**Run 1: signal wires by layer**

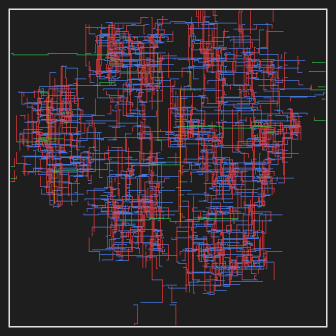
**Run 1: M3 wires**

Scale bar: 50 um. Cells faint in the background.
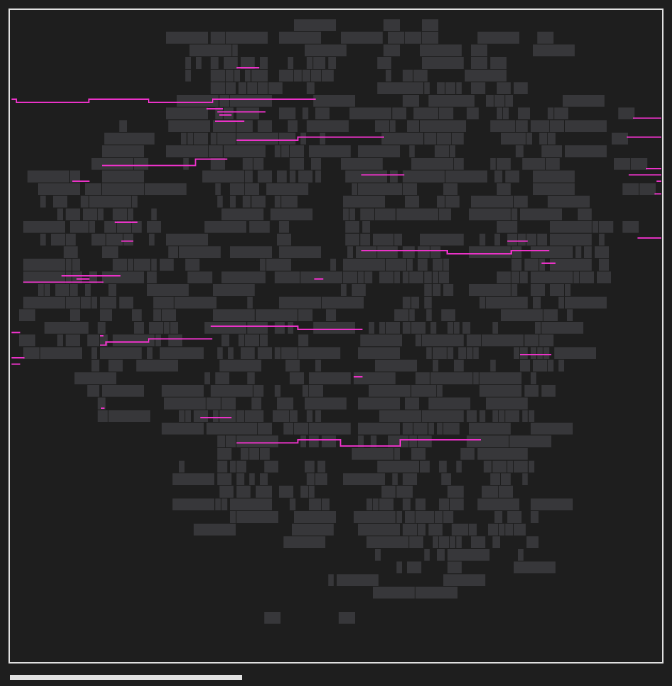
**Run 1: the metal 2 layer**

Cells faint in the background.
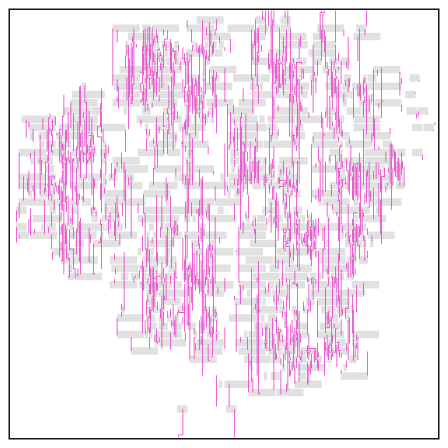
**src/rtl/cpu_clk_ctrl_pkg.sv**
```systemverilog
// Shared types and run-rate table for the CPU clock-enable controller.
package cpu_clk_ctrl_pkg;

    typedef enum logic {HALT = 1'b0, RUN = 1'b1} ctrl_state_t;

    localparam int unsigned RATE_CNT_W = 25;
    localparam int unsigned RATE_DIV [4] = '{32'd64, 32'd1048576, 32'd8388608, 32'd33554432};

    // Terminal count for the selected rate (period of DIV cycles).
    function automatic logic [RATE_CNT_W-1:0] rate_limit(input logic [1:0] sel);
        return RATE_CNT_W'(RATE_DIV[sel] - 32'd1);
    endfunction

endpackage

```
**src/rtl/cpu_clk_ctrl_debounce.sv**
```systemverilog
// Two-flop synchronizer plus stable-level debouncer for one raw input bit.
module debounce #(
    parameter int unsigned DEB_CYCLES = 500000,
    parameter logic        RST_VAL    = 1'b0
) (
    input  logic CLOCK_50,
    input  logic rst,
    input  logic din,
    output logic dout
);
    localparam int unsigned CW = (DEB_CYCLES > 1) ? $clog2(DEB_CYCLES) : 1;

    logic          sync1;
    logic          sync2;
    logic [CW-1:0] cnt;

    always_ff @(posedge CLOCK_50 or posedge rst) begin
        if (rst) begin
            sync1 <= RST_VAL;
            sync2 <= RST_VAL;
            dout  <= RST_VAL;
            cnt   <= '0;
        end else begin
            sync1 <= din;
            sync2 <= sync1;
            if (sync2 == dout) begin
                cnt <= '0;
            end else if (cnt == CW'(DEB_CYCLES - 1)) begin
                dout <= sync2;
                cnt  <= '0;
            end else begin
                cnt <= cnt + CW'(1);
            end
        end
    end

endmodule

```
**src/rtl/cpu_clk_ctrl.sv**
```systemverilog
// Clock-enable controller for the single-cycle CPU: RUN (periodic) or HALT (single-step).
// Optional auto-repeat while the step key is held: define HOLD_REPEAT_EN.
module cpu_clk_ctrl
    import cpu_clk_ctrl_pkg::*;
#(
    parameter int unsigned DEB_CYCLES    = 500000,
    parameter int unsigned CE_CNT_W      = 16,
    parameter int unsigned REPEAT_CYCLES = 12500000
) (
    input  logic                CLOCK_50,
    input  logic                rst,
    input  logic                key_step_n,
    input  logic                sw_run,
    input  logic [1:0]          sw_rate,
    output logic                cpu_ce,
    output logic                run_mode,
    output logic [CE_CNT_W-1:0] ce_count
);
    if (DEB_CYCLES < 2 || REPEAT_CYCLES < 2) begin : g_bad_param
        $error("cpu_clk_ctrl: DEB_CYCLES and REPEAT_CYCLES must be at least 2");
    end

    logic                  key_db;
    logic                  run_db;
    logic [1:0]            rate_db;
    logic                  key_prev;
    logic                  press;
    ctrl_state_t           state;
    ctrl_state_t           next_state;
    logic [RATE_CNT_W-1:0] rate_cnt;
    logic [RATE_CNT_W-1:0] rate_cnt_next;
    logic                  ce_next;

    debounce #(.DEB_CYCLES(DEB_CYCLES), .RST_VAL(1'b1)) u_db_key (
        .CLOCK_50(CLOCK_50), .rst(rst), .din(key_step_n), .dout(key_db));
    debounce #(.DEB_CYCLES(DEB_CYCLES), .RST_VAL(1'b0)) u_db_run (
        .CLOCK_50(CLOCK_50), .rst(rst), .din(sw_run), .dout(run_db));
    debounce #(.DEB_CYCLES(DEB_CYCLES), .RST_VAL(1'b0)) u_db_rate0 (
        .CLOCK_50(CLOCK_50), .rst(rst), .din(sw_rate[0]), .dout(rate_db[0]));
    debounce #(.DEB_CYCLES(DEB_CYCLES), .RST_VAL(1'b0)) u_db_rate1 (
        .CLOCK_50(CLOCK_50), .rst(rst), .din(sw_rate[1]), .dout(rate_db[1]));

    assign press = key_prev & ~key_db;

`ifdef HOLD_REPEAT_EN
    localparam int unsigned REP_CNT_W = $clog2(REPEAT_CYCLES);
    logic [REP_CNT_W-1:0] rep_cnt;
    logic [REP_CNT_W-1:0] rep_cnt_next;
    logic                 rep_arm;
    logic                 rep_arm_next;
`endif

    always_ff @(posedge CLOCK_50 or posedge rst) begin
        if (rst) begin
            state <= HALT;
        end else begin
            state <= next_state;
        end
    end

    always_comb begin
        next_state = state;
        unique case (state)
            HALT:    if (run_db)  next_state = RUN;
            RUN:     if (!run_db) next_state = HALT;
            default: next_state = HALT;
        endcase
    end

    // A mode change in this cycle suppresses both the rate pulse and any step press.
    always_comb begin
        ce_next       = 1'b0;
        rate_cnt_next = '0;
`ifdef HOLD_REPEAT_EN
        rep_cnt_next  = '0;
        rep_arm_next  = 1'b0;
`endif
        unique case (state)
            HALT: begin
                if (next_state == HALT) begin
                    if (press) begin
                        ce_next = 1'b1;
`ifdef HOLD_REPEAT_EN
                        rep_arm_next = 1'b1;
                    end else if (rep_arm && !key_db) begin
                        rep_arm_next = 1'b1;
                        if (rep_cnt >= REP_CNT_W'(REPEAT_CYCLES - 1)) begin
                            ce_next = 1'b1;
                        end else begin
                            rep_cnt_next = rep_cnt + REP_CNT_W'(1);
                        end
`endif
                    end
                end
            end
            RUN: begin
                if (next_state == RUN) begin
                    if (rate_cnt >= rate_limit(rate_db)) begin
                        ce_next = 1'b1;
                    end else begin
                        rate_cnt_next = rate_cnt + RATE_CNT_W'(1);
                    end
                end
            end
            default: ;
        endcase
    end

    always_ff @(posedge CLOCK_50 or posedge rst) begin
        if (rst) begin
            key_prev <= 1'b1;
            rate_cnt <= '0;
            cpu_ce   <= 1'b0;
            ce_count <= '0;
`ifdef HOLD_REPEAT_EN
            rep_cnt  <= '0;
            rep_arm  <= 1'b0;
`endif
        end else begin
            key_prev <= key_db;
            rate_cnt <= rate_cnt_next;
            cpu_ce   <= ce_next;
            if (ce_next) begin
                ce_count <= ce_count + CE_CNT_W'(1);
            end
`ifdef HOLD_REPEAT_EN
            rep_cnt  <= rep_cnt_next;
            rep_arm  <= rep_arm_next;
`endif
        end
    end

    assign run_mode = state;

endmodule

```
**config.mk**
```make
export PLATFORM = sky130hd
export DESIGN_NAME = cpu_clk_ctrl
export DESIGN_NICKNAME = d
export VERILOG_FILES = /design/src/rtl/cpu_clk_ctrl_pkg.sv /design/src/rtl/cpu_clk_ctrl_debounce.sv /design/src/rtl/cpu_clk_ctrl.sv
export SDC_FILE = /design/constraint.sdc
export NUM_CORES = 1
export LEC_CHECK = 0
export CAP_MARGIN = 20
export CORE_MARGIN = 1
export CORE_UTILIZATION = 35
export DETAILED_ROUTE_END_ITERATION = 10
export SLEW_MARGIN = 40
export SYNTH_ARGS = -nofsm -noshare
export SYNTH_HDL_FRONTEND = slang
export SYNTH_HIERARCHICAL = 1
export SYNTH_SLANG_ARGS = --single-unit
```
**constraint.sdc**
```tcl
create_clock -name CLOCK_50 -period 3 [get_ports CLOCK_50]
set_input_delay 0.3 -clock CLOCK_50 [delete_from_list [all_inputs] [get_ports CLOCK_50]]
set_output_delay 0.3 -clock CLOCK_50 [all_outputs]
set_load 0.05 [all_outputs]
```
==> impl_metrics.py, run 1 <==
# Synthesis and PnR figures
metrics = {
    "outcome": {
        "status": "completed",
    },
    "worst_hold_path": {
        "min-delay-start": "key_step_n",
    },
    "synth": {
        "flop_cell": "dfrtp_1",
        "avgSynthCellArea_sq_um": 10.5,
        "ys_async_sr_fraction_pct": 100,
    },
    "cells_and_area": {
        "final_area_sq_mm": 0.00767,
        "lay_top_count": "dfrtp_1",
        "layout.cells.non_filler": 909,
        "final_core_util_pct": 40.9,
        "n_fill_cell": 1779,
    },
    "placement": {
        "port_buffers": 23,
        "dpl.hpwl_um": 8920,
    },
    "clock_tree": {
        "path_clk_slew_ns": 0.06,
        "tritoncts": "built",
        "cts_setup_buffers": 0,
        "cts_resized": 0,
        "clock_latency_ns": 0.42,
    },
    "timing": {
        "setup_violations": 0,
        "finalCritPeriodShare_pct": 84.7,
    },
    "worst_setup_path": {
        "endpoint": "ce_count[11]",
        "rr_worst_depth": 9,
        "ff2ff_setup_slack_ns": 0.46,
        "reg2reg_from": "u_db_rate0/dout",
        "cp.arrival_ns": 2.89,
        "crit_fanout": 12,
        "crit_cells": 9,
        "crit_path_cell_trace": "nand2_1, ha_1, and4_1, and2_1, nand4_1, and3_1, buf_4, a2111oi_2, xor2_1",
        "critPathSlowestCell": "dfrtp_1",
    },
    "drt": {
        "dr.max_layer_used": "met4",
        "drt_iter0_drc": 302,
    },
    "power": {
        "power-top-group": "the clock network",
        "powerSeq_uw": 1820,
        "combPwrFrac_pct": 2.1,
        "p_total_uw": 4030,
    },
    "flow_run": {
        "maxCapViolCount": 0,
    },
    "global_route": {
        "grt_pass1_wl_um": 22600,
    },
    "die": {
        "ios": 24,
    },
}
## Picture notes: 'signal wires by layer'
Key: met3 = green [wire length 420 um]; met4 = orange [wire length 142 um]; met2 = red [wire length 6380 um]; met1 = blue [wire length 6110 um]

## Picture notes: 'M3 wires'
The layer holds 3.2% of the routed length. The longest straight run is 22.1 um.

## Picture notes: 'the metal 2 layer'
The wires run mostly vertical. The layer carries 6380 um of wire. 583 nets have wire on it. The longest straight run is 51.7 um.

-- run 1: cell families after synthesis --
group	share of synthesized area, %
AOI/OAI and AO/OA	6.79
xor gates and xnor gates	12.8
adders and majority gates	2.05
buffers and inverters	3.72
DFF	49.2
muxes	1.06
and+or+nand+nor	24.4
-- run 1: cell type report --
class / instances / share of cell area (%)
flip-flops and latches: 132 / 43.1
well taps: 234 / 3.81
multi-input cells: 474 / 41.3
inverters: 12 / 0.619
clock buffers: 23 / 6.23
clock inverters: 8 / 1.61
repair buffers: 26 / 3.29
-- run 1: routing by layer --
metal	up-vias	global-route usage, %
li1	2309	-
met5	-	0
met2	58	23.7
met1	2358	17.9
met3	13	4.11
met4	0	4.81
-- run 1: Yosys cell counts, types with 5 or more instances --
cell / n
nand4b_1: 8
a21oi_1: 14
nand4_1: 21
clkbuf_1: 7
dfrtp_1: 128
buf_6: 5
nor2_1: 101
inv_1: 12
and2_1: 8
and4_1: 12
xor2_1: 58
xnor2_1: 40
nand3_1: 44
or4b_1: 8
nor4_1: 10
nand2_1: 42
a211oi_1: 5
o21ai_0: 8
and3_1: 17
ha_1: 11
nor3_1: 9
-- run 1: flip-flops by register name (all words and copies together), names as in the netlist --
signal,flops
ce_count,16
u_db_rate1/sync2,1
u_db_rate0/sync1,1
u_db_key/cnt,19
u_db_rate0/cnt,19
cpu_ce,1
u_db_key/sync2,1
u_db_rate0/dout,1
u_db_rate1/dout,1
u_db_key/sync1,1
u_db_run/cnt,19
u_db_rate1/cnt,19
u_db_run/sync2,1
u_db_run/sync1,1
rate_cnt,25
run_mode,1
u_db_key/dout,1
u_db_rate1/sync1,1
key_prev,1
u_db_rate0/sync2,1
u_db_run/dout,1
**Run 1: clock distribution**

Scale bar: 50 um.
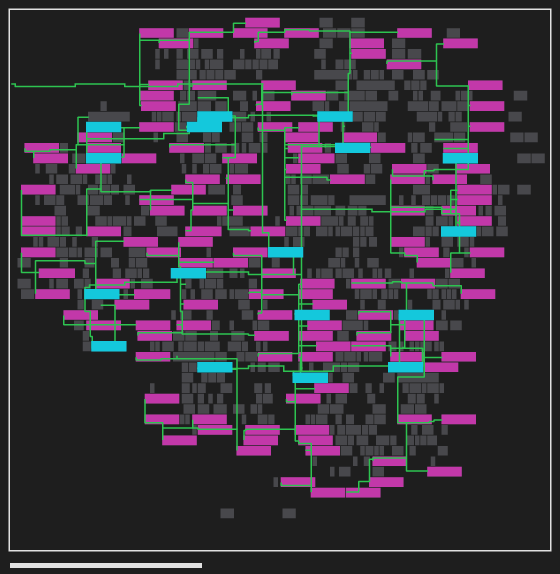

==> run 1 -> run 2 <==
- clock period: 3 -> 2.28 ns (I/O delays scaled with it)
**Run 2: clock distribution**

Scale bar: 50 um.
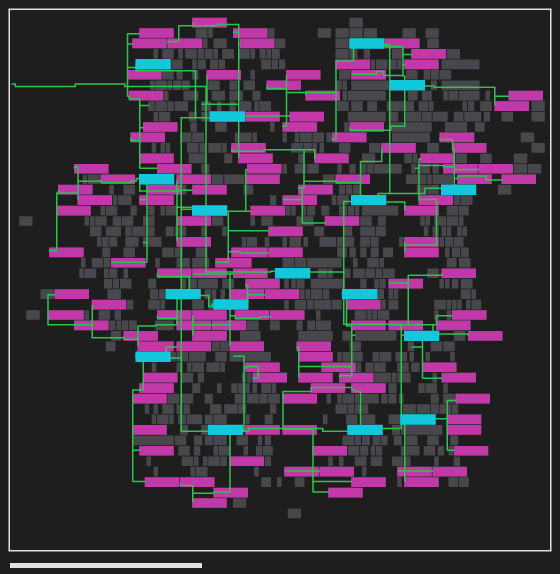
Key: cells driving clock nets = cyan [count 17]; flip-flops = magenta [count 132]; clock wires = green [length 1740 um]
There are 18 routed clock nets.

==> run 2 against run 1 <==
Compared with the run above:
- total power up 37%
- flip-flop count stayed put
- critical path depth is the same
- critical path type unchanged
- largest power group unchanged
==> impl_metrics.py, run 2 <==
# Synthesis and PnR figures
metrics = {
    "synth": {
        "ys_sh_xor_pct": 12.8,
        "yosys_area_sq_mm": 0.00673,
        "avgSynthCellArea_sq_um": 10.5,
        "ys_cells": 642,
        "ys_sh_simple_pct": 24.4,
        "synthAdderAreaFrac_pct": 2.05,
        "synth.top_cell.area_share_pct": 47.6,
        "flop_cell": "dfrtp_1",
        "synth.distinct_cells": 47,
        "synth.cellmix.compoundShare_pct": 6.79,
        "yosys_warnings": 6,
        "syn_inst": 642,
        "logic_family": "simple AND/OR/NAND/NOR gates",
        "area_leaders": "dfrtp_1 (48%), xor2_1 (7.6%), nor2_1 (5.6%)",
        "yosys.area.top_type": "dfrtp_1",
        "ys_sh_mux_pct": 1.06,
        "common_cells": "dfrtp_1 (128), nor2_1 (101), xor2_1 (58)",
        "ys_seq_share_pct": 49.2,
        "most_common_cell": "dfrtp_1",
        "ys_async_sr_fraction_pct": 100,
    },
    "worst_setup_path": {
        "crit_fanout": 11,
        "rr_worst_depth": 9,
        "reg2reg_from": "u_db_rate1/dout",
        "setup.worst_path.end_class": "flop",
        "endpoint": "ce_count[11]",
        "cp-startpoint": "u_db_rate1/dout",
        "ff2ff_setup_slack_ns": 0.01,
        "cp.arrival_ns": 2.61,
    },
    "power": {
        "p_sw_uw": 1090,
        "comb-power_uw": 118,
        "leakagePower_uw": 0.00334,
        "powerSeq_uw": 2390,
        "powerDensity_mw_per_mm2": 683,
        "power-top-group": "the clock network",
        "combPwrFrac_pct": 2.1,
    },
    "die": {
        "ios": 24,
        "core_area_sq_mm": 0.0188,
        "initCoreUtil_pct": 35.8,
    },
    "cells_and_area": {
        "lay_top_count": "dfrtp_1",
        "insertedDiodeCount": 0,
        "synthToLayoutAreaGrowth_pct": 20.0,
        "largest_reg_flops": 25,
        "final_area_sq_mm": 0.00807,
        "n_fill_cell": 1746,
        "regMostFlops": "rate_cnt",
        "nets": 706,
        "layout_top_cells": "dfrtp_1 (128), nor2_1 (101), xor2_1 (58)",
    },
    "timing": {
        "hold_viol_final": 0,
        "finalClockSkew_ns": 0.0115,
        "final_max_slew_viol_count": 0,
        "hold_ws_ns": 0.203,
        "period_minus_slack_ns": 2.27,
        "finalCritPeriodShare_pct": 99.5,
        "worstMarginPinSlew_ns": 1.07,
        "slew_headroom_pct": 29.0,
        "setup_violations": 0,
    },
    "clock_tree": {
        "clock_latency_ns": 0.43,
        "tritoncts": "built",
        "path_clk_slew_ns": 0.06,
    },
    "drt": {
        "first_pass_iters": 5,
        "avgRoutedWirePerCell_um": 14.3,
        "drt_iter0_drc": 287,
        "ant_nets": 0,
        "drc": 0,
        "dr_total_vias": 4845,
    },
    "placement": {
        "dpl.hpwl_um": 9220,
        "routabilityCongestion": 0.796,
        "port_buffers": 23,
    },
    "global_route": {
        "grt_max_degree": 27,
        "grt_pass1_vias": 4971,
        "grt_pass1_wl_um": 23800,
    },
    "worst_hold_path": {
        "min-delay-start": "key_step_n",
        "hold_class": "in2reg",
    },
    "outcome": {
        "status": "completed",
    },
    "flow_run": {
        "maxCapViolCount": 0,
    },
}
==> run 2: critical path, stage by stage, from the launching register on <==
cell and delay [ns]:
dfrtp_1 0.39, nand2_2 0.09, ha_1 0.30, and4_4 0.21, and2_4 0.15, nand4_1 0.09
and3_4 0.26, buf_12 0.16, a2111oi_4 0.35, xor2_1 0.19
==> run 2: metrics by stage <==
| step | setup WS, ns | instances | total power [uW] | utilization, % |
|---|---|---|---|---|
| finish | 0.0103 | 936 | 5510 | 43.0 |
| global route | -0.0993 | 936 | 5710 | 43.0 |
| CTS | -0.0346 | 935 | 5590 | 42.3 |
| detailed placement | -0.0693 | 903 | 2560 | 38.9 |
| global placement | 0.0521 | 903 | 2550 | 38.9 |
| floorplan | 0.0255 | 642 | 2530 | - |
==> run 2: cell type report <==
type                            count  area (sq um)  share of cell area [%]
Tap cell                          234           293                    3.63
Multi-Input combinational cell    474          3290                    40.8
Timing Repair Buffer               52           480                    5.95
Clock buffer                       22           474                    5.88
Clock inverter                     10           178                    2.20
Sequential cell                   132          3310                    41.0
Inverter                           12          45.0                   0.558
==> run 2: how the worst min path moves through the flow <==
stage | depth (start not counted) | to | slack [ns]
6_report | 1 | u_db_key/sync1 | 0.20
2_1_floorplan | 1 | u_db_key/cnt[0] | 0.22
3_5_place_dp | 0 | u_db_run/sync2 | 0.34
5_1_grt | 1 | u_db_key/sync1 | 0.19
4_1_cts | 1 | u_db_key/sync1 | 0.19
3_3_place_gp | 0 | u_db_run/sync2 | 0.34
==> run 2: timing repair <==
action,in CTS,in global routing
resized,2,22
buffers inserted,0,2
setup endpoints to repair,7,40
hold buffers,0,0
pin swaps,0,9
==> run 2: routing by layer <==
layer  GRT usage, %  share of wire [%]
met1           19.4                 48
met2           24.0                 48
met3           3.84                2.6
met4           6.41                1.8
met5              0                  0
**Run 2: the metal 2 layer**

Cells faint in the background.
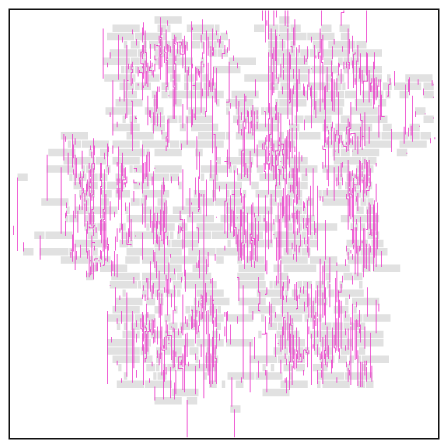

==> run 2 -> run 3 <==
- CORE_ASPECT_RATIO: not set -> 0.8
- SLEW_MARGIN: 40 -> not set
**Run 3: the metal 2 layer**

Cells faint in the background.
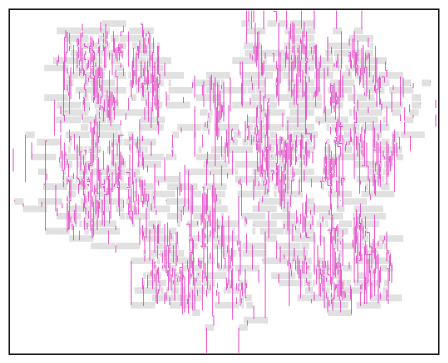
The layer carries 6200 um of wire. The wires run mostly vertical. 589 nets have wire on it.

==> run 3 against run 2 <==
Compared with the run above:
- clock skew fell by 0.0059 ns
- total power fell by 1.9%
- cell count rose by 1.3%
- synthesized cell count did not move
- hold slack improved by 0.039 ns
- critical path depth is the same
- via count decreased by 0.54%
- combinational power barely moved
- sequential power hardly changed
- critical path type unchanged
- setup slack better by 0.016 ns
- register-to-register slack better by 0.02 ns
==> impl_metrics.py, run 3 <==
# Synthesis and PnR figures
metrics = {
    "timing": {
        "worstMarginPinSlew_ns": 1.35,
        "hold_viol_final": 0,
        "setup_violations": 0,
        "final_max_slew_viol_count": 0,
        "hold_ws_ns": 0.242,
        "finalClockSkew_ns": 0.00556,
        "finalCritPeriodShare_pct": 98.9,
    },
    "drt": {
        "wl_met3_um": 411,
        "dr.max_layer_used": "met4",
        "first_pass_iters": 4,
        "drt_iter0_drc": 230,
        "avgRoutedWirePerCell_um": 14.1,
        "drc": 0,
        "wl_met2_um": 6200,
    },
    "die": {
        "ios": 24,
        "initCoreUtil_pct": 36.4,
        "core_area_sq_mm": 0.0185,
    },
    "power": {
        "powerDensity_mw_per_mm2": 674,
        "p_total_uw": 5400,
    },
    "synth": {
        "yosys.area.top_type": "dfrtp_1",
        "synth.top_cell.area_share_pct": 47.6,
        "yosys_area_sq_mm": 0.00673,
        "ys_cells": 642,
        "most_common_cell": "dfrtp_1",
        "ys_async_sr_fraction_pct": 100,
        "avgSynthCellArea_sq_um": 10.5,
        "area_leaders": "dfrtp_1 (48%), xor2_1 (7.6%), nor2_1 (5.6%)",
        "yosys_warnings": 6,
        "syn_inst": 642,
    },
    "clock_tree": {
        "clock_latency_ns": 0.41,
        "tritoncts": "built",
        "cts_resized": 6,
        "ctsHoldBuffers": 0,
        "cts_setup_buffers": 0,
    },
    "worst_setup_path": {
        "critPathSlowestCell": "dfrtp_1",
        "setup.worst_path.end_class": "flop",
        "cp_num_buf_inv": 2,
        "cp.arrival_ns": 2.59,
        "crit_path_cell_trace": "nand2_2, ha_1, and4_1, and2_4, buf_4, o2111ai_4, buf_6, a2111oi_4, xor2_1",
        "crit_family": "AND-OR/OR-AND gates",
        "cpPeakStageDelay_ns": 0.40,
    },
    "cells_and_area": {
        "layout.area.seq_sq_mm": 0.00331,
        "logic_area_sq_mm": 0.00327,
        "final_core_util_pct": 43.4,
        "nets": 699,
        "layout_top_cells": "dfrtp_1 (128), nor2_1 (101), xor2_1 (58)",
        "final_area_sq_mm": 0.00802,
        "regMostFlops": "rate_cnt",
    },
    "global_route": {
        "met3_usage_pct": 3.54,
        "grt_max_degree": 45,
        "grtUsageMet2_pct": 22.7,
        "grt_pass1_wl_um": 23400,
        "use_met1_pct": 20.0,
        "top_usage_layer": "met2",
        "grt_pass1_vias": 4860,
    },
    "placement": {
        "dpl.hpwl_um": 9120,
    },
    "outcome": {
        "status": "completed",
    },
    "worst_hold_path": {
        "hold_class": "in2reg",
    },
}
==> run 3: cell families (layout without fill, tap and decap cells) <==
group                      after synthesis  count (layout)  synth area share [%]
buffers and inverters                   36              89                  3.72
and+or+nand+nor                        308             308                  24.4
xor gates and xnor gates                98              98                  12.8
adders and majority gates               11              11                  2.05
AOI/OAI and AO/OA                       52              52                  6.79
muxes                                    5               5                  1.06
DFF                                    132             132                  49.2
==> run 3: through the flow <==
| step | instances | setup TNS (ns) | setup WS, ns |
|---|---|---|---|
| after CTS | 946 | -0.00255 | -0.00255 |
| after floorplan | 642 | 0 | 0.0255 |
| after global routing | 948 | -0.691 | -0.0984 |
| after detailed placement | 914 | -0.293 | -0.114 |
| final | 948 | 0 | 0.0260 |
| after global placement | 914 | 0 | 0.0558 |
==> run 3: where the power goes <==
part	total, uW	switching [uW]	internal (uW)	leakage [uW]
clock network	2890	976	1910	0.000307
logic	120	82.9	37.2	0.00118
registers	2390	23.2	2370	0.00181
==> run 3: path summary, 6_finish.rpt <==
| check | start | end | slack [ns] | depth (start not counted) |
|---|---|---|---|---|
| min in group asynchronous | rst | rate_cnt[23] | 0.35 | 3 |
| worst min register to register | u_db_run/sync1 | u_db_run/sync2 | 0.35 | 0 |
| max in group asynchronous | rst | u_db_key/sync1 | 1.64 | 3 |
| worst min-delay path | key_step_n | u_db_key/sync1 | 0.24 | 1 |
| worst max-delay path | u_db_rate1/dout | ce_count[5] | 0.03 | 9 |
| worst max register to register | u_db_rate1/dout | ce_count[5] | 0.03 | 9 |
==> run 3: area by class of cell <==
class / count / area share [%]
clock inverters: 9 / 1.89
flip-flops and latches: 132 / 41.2
clock buffers: 23 / 5.96
repair buffers: 45 / 5.60
inverters: 12 / 0.562
multi-input cells: 474 / 40.8
well taps: 253 / 3.95
No activity file was given, so power comes from the tool's default toggle rates.
